Design pipe_hazard_ctrl, sky130hd; sources not shown.
### Clock nets, run 1

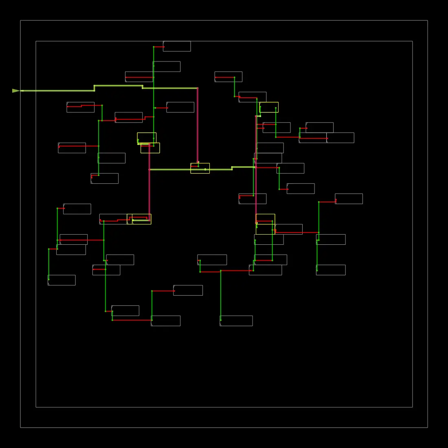
CTS sink count: 39
Flops: 39

### Clock network drawn from the DEF, run 1

Scale bar: 20 um.
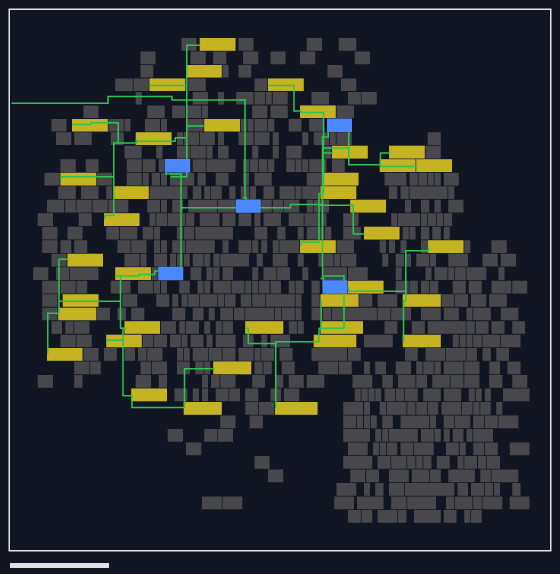
[clock-net drivers] blue | count: 5
[flip-flops] yellow | count: 39
[clock wires] green | length: 565 um
routed clock nets: 6
Clk power: 0.738 mW
Post-Route Skew: 0.00141 ns
Late-Pin Clk Latency: 0.29 ns

### Metal layers overlaid, run 1

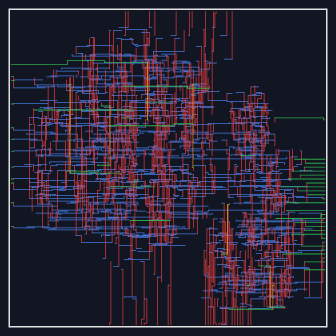
[M3] green | wire length: 495 um
[M2] red | wire length: 4920 um
[M1] blue | wire length: 4330 um
[M4] orange | wire length: 139 um
Total Wirelength: 9880 um
vias: 3434
wire per inst: 13.6 um

### I/O nets highlighted, run 1

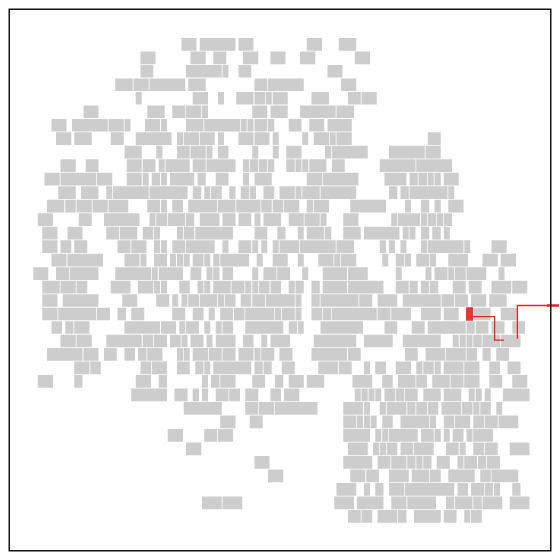
[`md_start`] red | bits: 1 | direction: output | edge: east | end cells: 1 | wire: 24.5 um
number of I/O port buffers: 74
IO Pins: 75

==> impl_metrics.env, run 1 <==
# physical design summary
export IMPL_grt_pass1_vias=3327
export IMPL_worst_pin_slew_ns=0.534
export IMPL_r2r_slack_ns=0
export IMPL_violations="setup timing"
export IMPL_worst_slack_ns=-0.137
export IMPL_dr_wl_met3_um=494
export IMPL_wl_met1_um=4330
export IMPL_ys_async_sr_fraction_pct=0
export IMPL_setup_viol=6
export IMPL_status="finished with violations"
export IMPL_clock_buffers=7
export IMPL_crit_chain="buf_8 > xor2_1 > nor2_2 > nand4_1 > nand2_1 > nand2_2 > nand2_4 > nand2_4 > nand2_8 > clkinvlp_4 > buf_6"
export IMPL_cp_start_kind="input port"
export IMPL_worst_hold_path_type="flop to flop"
export IMPL_fp_dieH_um=109
export IMPL_p_comb_mw=0.613
export IMPL_multiInputCombCellCount=335
export IMPL_grt_max_degree=36
export IMPL_clock_area_share_pct=1.98
export IMPL_rr_worst_depth=9
==> run 1: worst register-to-register path, delay by kind of cell (launching register included) <==
family,cells,cell delay [ns]
adder cells (fa/ha/maj),1,0.15
flip-flops,1,0.37
AND-OR/OR-AND,1,0.13
XOR/XNOR,1,0.15
AND/OR/NAND/NOR,4,0.50
buffers and inverters,2,0.22
==> run 1: stage by stage <==
step	hold slack (ns)	utilization [%]	setup WS (ns)	area, sq um	power (mW)
after floorplan	0.477	-	-0.0861	3080	1.30
after global placement	0.481	45.2	-0.959	4450	1.53
after detailed placement	0.497	45.2	-0.998	4450	1.55
after CTS	0.505	47.3	-0.199	4670	2.33
after global routing	0.529	51.2	-0.204	5050	2.49
final	0.511	51.2	-0.137	5050	2.37
--- run 2 (diff from run 1) ---
--- a/config.mk
+++ b/config.mk
@@ -5,13 +5,12 @@
 export SDC_FILE = /design/constraint.sdc
 export NUM_CORES = 1
 export LEC_CHECK = 0
-export ABC_AREA = 1
 export CAP_MARGIN = 20
 export CORE_MARGIN = 4
 export CORE_UTILIZATION = 30
 export CTS_BUF_LIST = sky130_fd_sc_hd__clkbuf_8
 export DETAILED_ROUTE_END_ITERATION = 12
-export PLACE_DENSITY = 0.64
+export PLACE_DENSITY = 0.67
 export SLEW_MARGIN = 30
 export SYNTH_ARGS = -nofsm -noshare
 export SYNTH_HDL_FRONTEND = slang
==> run 2 against run 1 <==
  * Clock skew up 0.011 ns
  * Critical path type unchanged
  * Fmax down 16%
  * Sequential power about the same
  * Wire length is 18% lower
  * Clock power up 14%
  * Non-clock buffer count is 4 lower
  * Synthesized cell count decreased by 37%
  * Flip-flop count unchanged
  * First-iteration DRC count decreased by 36%
  * The flow still finishes with violations (setup timing)
==> impl_metrics.env, run 2 <==
# physical design summary
export IMPL_ys_async_sr_fraction_pct=0
export IMPL_dr_wl_met3_um=453
export IMPL_p_comb_mw=0.555
export IMPL_maxSlewHeadroom_pct=69.6
export IMPL_worst_slack_ns=-0.464
export IMPL_r2r_slack_ns=-0.30
export IMPL_dpl_worst_slack_ns=-1.38
export IMPL_clk_latency_ns=0.30
export IMPL_grt_pass1_vias=2724
export IMPL_rr_worst_depth=5
export IMPL_cts_hold_buf=0
export IMPL_common_cells="dfxtp_1 (39), nor2_1 (37), xor2_1 (34), o21ai_0 (16), a21oi_1 (14)"
export IMPL_setup_viol=43
export IMPL_worstSetupEndpointType="output pin"
export IMPL_utilization_pct=59.3
export IMPL_cp_start_kind="input port"
export IMPL_fin_skew_ns=0.0124
export IMPL_ios=75
export IMPL_port_buffers=74
export IMPL_design_area_sq_mm=0.00435
export IMPL_cts_sinks=39
export IMPL_fp_dieH_um=95.2
export IMPL_antennaDiodeCount=0
export IMPL_dpl_cell_area_sq_mm=0.00367
export IMPL_hold_ws_ns=0.522
export IMPL_status="finished with violations"
export IMPL_power_top_group="sequential cells"
export IMPL_wl_met1_um=3530
export IMPL_violations="setup timing"
export IMPL_p_total_mw=2.40
[run 2: netlist changes by cell type after synthesis, sizes merged, moves of 18 or more]
cell,previous run,this run
nand3,46,9
a21oi,39,14
inv,47,9
nand2,113,10
nor3,23,5
[run 2: area by class of cell]
type / count / area (sq um)
fillers: 609 / 2990
clock buffers: 5 / 68.8
multi-input cells: 216 / 1840
inverters: 9 / 33.8
flip-flops and latches: 39 / 782
well taps: 99 / 124
clock inverters: 3 / 43.8
repair buffers: 162 / 1450
[run 2: critical path: stages]
cell	delay (ns)
buf_8	0.10
or4_4	0.53
o21ai_4	0.19
a211oi_2	0.06
nor2_1	0.13
nand4_1	0.19
inv_2	0.10
buf_6	0.11
### Metal layers overlaid, run 2

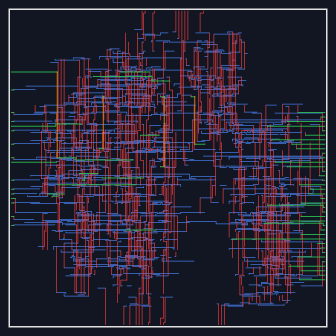
[M4] orange | wire length: 76.8 um
[M1] blue | wire length: 3530 um
[M2] red | wire length: 4050 um
[M3] green | wire length: 453 um
Total Wirelength: 8120 um
wire per inst: 15.2 um
total track usage: 17.4%
vias: 2655

### Logic cells by family, run 2

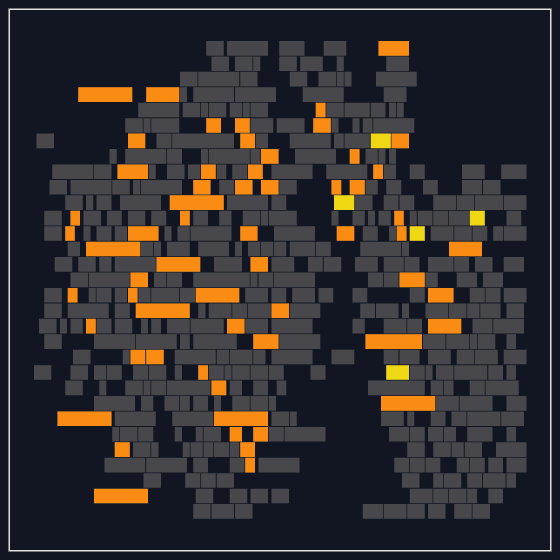
[non-inverting ao/oa cells] yellow | cells: 5
[aoi and oai cells] orange | cells: 60
multi-input combinational area share: 42.3%
final instance count without filler cells: 533
Top cell excl fill/tap: buf_4

Power figures rest on the tool's default switching activity, not on a simulated workload.
